### src/rtl/kan_output_capture.sv
// kan_output_capture
//
// Receiving end of the KAN datapath. A start pulse arms a capture of
// eff_len samples (target_len, or DEPTH when target_len is 0 or too large).
// Accepted samples go into a small buffer while running sum/min/max
// statistics are kept. Once the run is complete the buffer is replayed,
// oldest first, through a registered read port.
//
// Ports
//   clk        system clock, rising edge
//   reset      synchronous active-low reset
//   start      one-cycle pulse: arm (or abort and re-arm) a capture
//   target_len requested sample count (0 or >DEPTH selects DEPTH)
//   in_valid   / in_data / in_ready   sample input stream
//   rd_req     request the next buffered sample
//   rd_valid   / rd_data              read result, one cycle after rd_req
//   count      samples captured in the current run
//   done       capture complete, buffer readable
//   stat_sum   unsigned, wrapping sum of captured samples
//   stat_min   minimum captured sample (all ones when none captured)
//   stat_max   maximum captured sample
//   rd_err     sticky: rd_req seen with nothing to read
module kan_output_capture #(
    parameter int DATA_WIDTH = 16,
    parameter int DEPTH      = 8,
    parameter int CNT_W      = $clog2(DEPTH) + 1
) (
    input  logic                        clk,
    input  logic                        reset,
    input  logic                        start,
    input  logic [CNT_W-1:0]            target_len,
    input  logic                        in_valid,
    input  logic [DATA_WIDTH-1:0]       in_data,
    output logic                        in_ready,
    input  logic                        rd_req,
    output logic                        rd_valid,
    output logic [DATA_WIDTH-1:0]       rd_data,
    output logic [CNT_W-1:0]            count,
    output logic                        done,
    output logic [DATA_WIDTH+CNT_W-1:0] stat_sum,
    output logic [DATA_WIDTH-1:0]       stat_min,
    output logic [DATA_WIDTH-1:0]       stat_max,
    output logic                        rd_err
);
    localparam int PTR_W = $clog2(DEPTH);
    localparam logic [CNT_W-1:0] DEPTH_C = CNT_W'(DEPTH);
    localparam logic [CNT_W-1:0] ONE_C   = CNT_W'(1);

    typedef enum logic [1:0] {
        ST_IDLE,
        ST_CAPTURE,
        ST_DONE
    } state_t;

    state_t state_reg, state_next;

    logic [DATA_WIDTH-1:0]       buf_mem [DEPTH];
    logic [PTR_W-1:0]            wr_ptr_reg;
    logic [PTR_W-1:0]            rd_ptr_reg;
    logic [CNT_W-1:0]            count_reg;
    logic [CNT_W-1:0]            rd_cnt_reg;
    logic [CNT_W-1:0]            eff_len_reg;
    logic [CNT_W-1:0]            eff_len_next;
    logic                        rd_valid_reg;
    logic [DATA_WIDTH-1:0]       rd_data_reg;
    logic                        done_reg;
    logic                        rd_err_reg;
    logic [DATA_WIDTH+CNT_W-1:0] sum_reg;
    logic [DATA_WIDTH-1:0]       min_reg;
    logic [DATA_WIDTH-1:0]       max_reg;

    logic accept;
    logic rd_fire;
    logic last_accept;
    logic last_read;

    // Next-state and datapath strobes. start has priority over both an
    // accepted sample and a read in the same cycle.
    always_comb begin
        state_next   = state_reg;
        accept       = 1'b0;
        rd_fire      = 1'b0;
        last_accept  = 1'b0;
        last_read    = 1'b0;
        eff_len_next = ((target_len == '0) || (target_len > DEPTH_C)) ? DEPTH_C : target_len;

        if (start) begin
            state_next = ST_CAPTURE;
        end else begin
            unique case (state_reg)
                ST_IDLE: begin
                    state_next = ST_IDLE;
                end
                ST_CAPTURE: begin
                    accept      = in_valid;
                    last_accept = in_valid && ((count_reg + ONE_C) == eff_len_reg);
                    if (last_accept) begin
                        state_next = ST_DONE;
                    end
                end
                ST_DONE: begin
                    rd_fire   = rd_req && (rd_cnt_reg < count_reg);
                    last_read = rd_fire && ((rd_cnt_reg + ONE_C) == count_reg);
                    if (last_read) begin
                        state_next = ST_IDLE;
                    end
                end
                default: begin
                    state_next = ST_IDLE;
                end
            endcase
        end
    end

    always_ff @(posedge clk) begin
        if (!reset) begin
            state_reg    <= ST_IDLE;
            wr_ptr_reg   <= '0;
            rd_ptr_reg   <= '0;
            count_reg    <= '0;
            rd_cnt_reg   <= '0;
            eff_len_reg  <= DEPTH_C;
            rd_valid_reg <= 1'b0;
            rd_data_reg  <= '0;
            done_reg     <= 1'b0;
            rd_err_reg   <= 1'b0;
            sum_reg      <= '0;
            min_reg      <= '1;
            max_reg      <= '0;
        end else begin
            state_reg    <= state_next;
            rd_valid_reg <= rd_fire;
            // done stays up through the edge of the final read so it drops
            // one cycle after the last rd_valid is presented.
            done_reg     <= !start && ((state_next == ST_DONE) || last_read);

            if (start) begin
                eff_len_reg <= eff_len_next;
                wr_ptr_reg  <= '0;
                rd_ptr_reg  <= '0;
                count_reg   <= '0;
                rd_cnt_reg  <= '0;
                rd_err_reg  <= 1'b0;
                sum_reg     <= '0;
                min_reg     <= '1;
                max_reg     <= '0;
            end else begin
                if (rd_req && !rd_fire) begin
                    rd_err_reg <= 1'b1;
                end
                if (accept) begin
                    wr_ptr_reg <= wr_ptr_reg + 1'b1;
                    count_reg  <= count_reg + ONE_C;
                    sum_reg    <= sum_reg + {{CNT_W{1'b0}}, in_data};
                    if (in_data < min_reg) begin
                        min_reg <= in_data;
                    end
                    if (in_data > max_reg) begin
                        max_reg <= in_data;
                    end
                end
                if (rd_fire) begin
                    rd_ptr_reg  <= rd_ptr_reg + 1'b1;
                    rd_cnt_reg  <= rd_cnt_reg + ONE_C;
                    rd_data_reg <= buf_mem[rd_ptr_reg];
                end
            end
        end
    end

    // Buffer storage kept free of reset so it maps onto block RAM; accept is
    // already qualified by start, and reset masks the write here.
    always_ff @(posedge clk) begin
        if (reset && accept) begin
            buf_mem[wr_ptr_reg] <= in_data;
        end
    end

    assign in_ready = (state_reg == ST_CAPTURE);
    assign rd_valid = rd_valid_reg;
    assign rd_data  = rd_data_reg;
    assign count    = count_reg;
    assign done     = done_reg;
    assign stat_sum = sum_reg;
    assign stat_min = min_reg;
    assign stat_max = max_reg;
    assign rd_err   = rd_err_reg;

endmodule

### config.mk
export PLATFORM = sky130hd
export DESIGN_NAME = kan_output_capture
export DESIGN_NICKNAME = d
export VERILOG_FILES = /design/src/rtl/kan_output_capture.sv
export SDC_FILE = /design/constraint.sdc
export NUM_CORES = 1
export LEC_CHECK = 0
export CAP_MARGIN = 20
export CORE_MARGIN = 2
export CORE_UTILIZATION = 45
export CTS_CLUSTER_SIZE = 30
export DETAILED_ROUTE_END_ITERATION = 12
export GPL_TIMING_DRIVEN = 0
export PLACE_DENSITY = 0.72
export SKIP_LAST_GASP = 1
export SYNTH_ARGS = -nofsm -noshare
export SYNTH_HDL_FRONTEND = slang
export SYNTH_SLANG_ARGS = --single-unit
### constraint.sdc
create_clock -name clk -period 7.94 [get_ports clk]
set_input_delay 1.588 -clock clk [delete_from_list [all_inputs] [get_ports clk]]
set_output_delay 1.588 -clock clk [all_outputs]
set_load 0.02 [all_outputs]
Figure 1. Signal wires on met1.
The bar under the picture is 50 um long. Supply wires on this layer in gray.
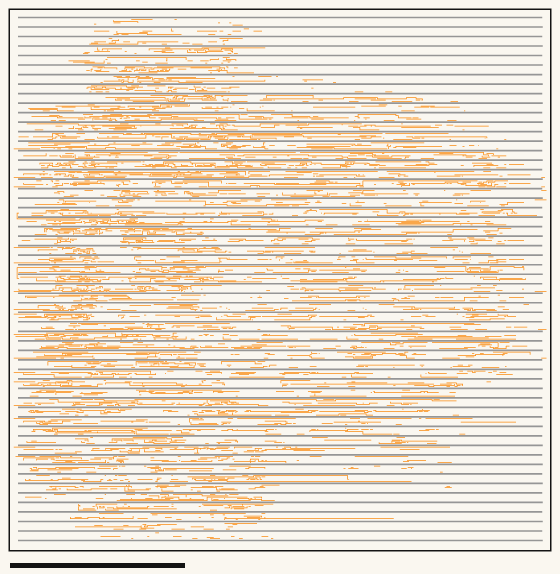
share of all routed wire: 44%
wire length on this layer: 10800 um
routed via count: 6982
WL final: 24.7 mm
global routing usage on met1: 0.285

Figure 2. The metal 2 layer.
The bar under the picture is 50 um long.
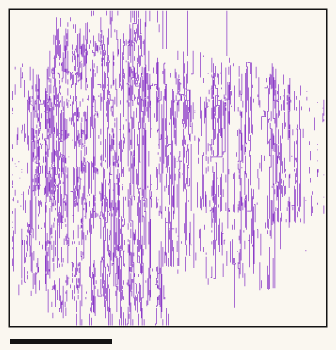
share of all routed wire: 46%
longest straight run: 81.3 um
nets with wire on the layer: 874
GRT met2 Usage: 0.339

Figure 3. The metal 3 layer.
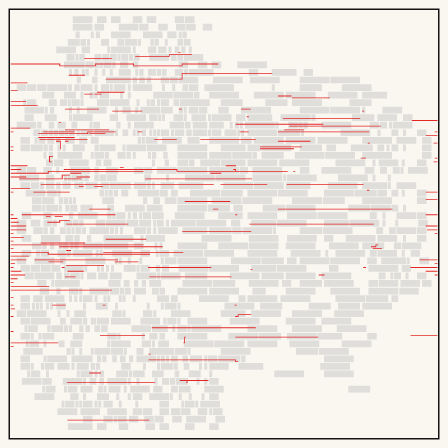
main direction: horizontal
nets with wire on the layer: 121
share of all routed wire: 7.4%
global-route met3 utilization: 0.0412

Figure 4. Met4 routing.
The bar under the picture is 50 um long. Supply wires on this layer in gray.
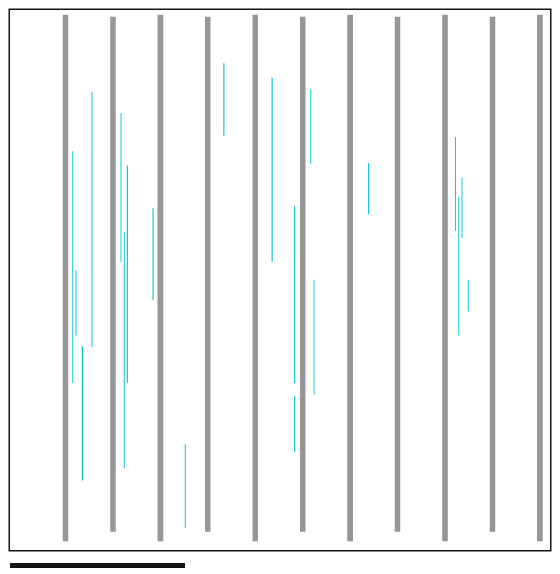
nets with wire on the layer: 14
share of all routed wire: 2.9%
main direction: vertical

Figure 5. Congestion heat map.
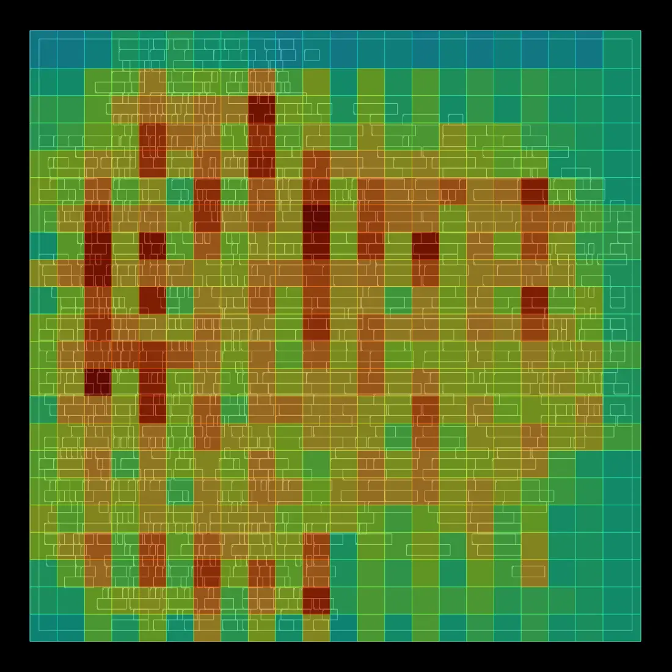
global-route usage over all layers: 0.210
routing layer with the top usage in global route: met2

==> per-layer routing <==
layer,share of wire,up-vias
li1,-,3318
met1,0.44,3366
met3,0.074,48
met4,0.029,0
met2,0.46,250
met5,0,-
==> Yosys cell counts, types with 4 or more instances <==
master | n | share of area
sky130_fd_sc_hd__buf_2 | 6 | 0.0029
sky130_fd_sc_hd__mux4_2 | 32 | 0.071
sky130_fd_sc_hd__nor3_1 | 14 | 0.0069
sky130_fd_sc_hd__xnor2_1 | 17 | 0.015
sky130_fd_sc_hd__a21oi_1 | 31 | 0.015
sky130_fd_sc_hd__clkbuf_1 | 23 | 0.0085
sky130_fd_sc_hd__nor2b_1 | 7 | 0.0043
sky130_fd_sc_hd__a211oi_1 | 22 | 0.016
sky130_fd_sc_hd__edfxtp_1 | 128 | 0.38
sky130_fd_sc_hd__mux2i_1 | 51 | 0.050
sky130_fd_sc_hd__inv_1 | 47 | 0.017
sky130_fd_sc_hd__o211ai_1 | 4 | 0.0029
sky130_fd_sc_hd__nor2_1 | 88 | 0.032
sky130_fd_sc_hd__buf_1 | 4 | 0.0015
sky130_fd_sc_hd__or2_2 | 4 | 0.0025
sky130_fd_sc_hd__dfxtp_1 | 91 | 0.18
sky130_fd_sc_hd__nand3_1 | 24 | 0.012
sky130_fd_sc_hd__nand2b_1 | 9 | 0.0055
sky130_fd_sc_hd__o21ai_0 | 18 | 0.0088
sky130_fd_sc_hd__ha_1 | 57 | 0.070
sky130_fd_sc_hd__nor4_1 | 8 | 0.0049
sky130_fd_sc_hd__xor2_1 | 9 | 0.0077
sky130_fd_sc_hd__o21a_1 | 4 | 0.0029
sky130_fd_sc_hd__a21o_1 | 7 | 0.0052
sky130_fd_sc_hd__nand2_1 | 66 | 0.024
sky130_fd_sc_hd__nand4_1 | 4 | 0.0025
==> power groups by stage <==
stage	sequential [mW]	combinational (mW)	clock (mW)
floorplan	1.24	0.0647	0
global placement	1.23	0.126	0
detailed placement	1.23	0.128	0
CTS	1.21	0.129	1.16
global route	1.21	0.142	1.20
finish	1.21	0.129	1.14
==> through the flow <==
stage	total power, mW	utilization	cells	hold slack (ns)	setup slack [ns]
final	2.48	0.557	1266	0.475	3.63
after global placement	1.36	0.514	1214	0.457	1.03
after global routing	2.55	0.557	1266	0.499	3.54
after CTS	2.50	0.557	1266	0.473	3.67
after detailed placement	1.36	0.521	1223	0.465	3.15
after floorplan	1.30	-	830	0.459	3.60
==> worst paths after layout <==
check,startpoint,endpoint
max,reset,buf_mem[4][9]
min,stat_max[3],stat_max[3]
max reg2reg,state_reg[1],buf_mem[1][0]
min reg2reg,stat_max[3],stat_max[3]
==> final cells by class <==
| cell class | count | area, sq um | area share |
|---|---|---|---|
| Tap cell | 285 | 357 | 0.0286 |
| Inverter | 47 | 176 | 0.0141 |
| Clock inverter | 10 | 129 | 0.0103 |
| Timing Repair Buffer | 108 | 1110 | 0.0887 |
| Sequential cell | 219 | 5670 | 0.454 |
| Buffer | 35 | 154 | 0.0123 |
| Clock buffer | 33 | 676 | 0.0541 |
| Multi-Input combinational cell | 529 | 4230 | 0.338 |
==> flow.log <==
[flow] final metrics
INFO  metric detailedPlacementHpwl = 17.2 mm
INFO  metric clock_skew = 0.0139 ns
INFO  metric fp.coreArea = 0.0224 sq mm
INFO  metric yosys.stat.seqShare = 0.556
INFO  metric min_delay_path_depth = 2
INFO  metric type_of_the_setup_path_with_the_least_slack = in -> reg
INFO  metric netSwitchingPower = 534 uW
INFO  metric endpoint_kind = flip-flop
INFO  metric die_height = 154 um
INFO  metric max-slew-margin-rel = 0.431
INFO  metric syn_nets = 913
INFO  metric dieArea = 0.0239 sq mm
INFO  metric sw_frac_of_total = 0.215
INFO  metric wl_per_cell = 19.5 um
INFO  metric cts_max_level = 1
INFO  metric rsz0062_at_grt = false
INFO  metric drive_gt1_frac = 0.113
INFO  metric internal_power = 1.94 mW
INFO  metric cellPowerDensity = 198 mW/mm^2
INFO  metric ctsHoldBuffers = 0
INFO  metric simple_gate_share = 0.108
INFO  metric grt-ovfl-total = 0
INFO  metric clkSinkCount = 219
INFO  metric netlist-cell-type-count = 61
INFO  metric power.ir.vdd_worst = 0.123 mV
INFO  metric layout_min_cycle_time = 4.31 ns
INFO  metric post_synth_mux_share = 0.121
INFO  metric top_reg_by_flops = buf_mem
INFO  metric clockRootBuffer = sky130_fd_sc_hd__clkbuf_16
INFO  metric cp_slowest_cell = sky130_fd_sc_hd__nor3_2
INFO  metric clock_path_buffers = 3
INFO  metric log.warning_count = 27
INFO  metric run_status = finished, final reports clean
INFO  metric type_of_the_tightest_min_delay_check = reg -> reg
Power and IR drop assume default switching activity.
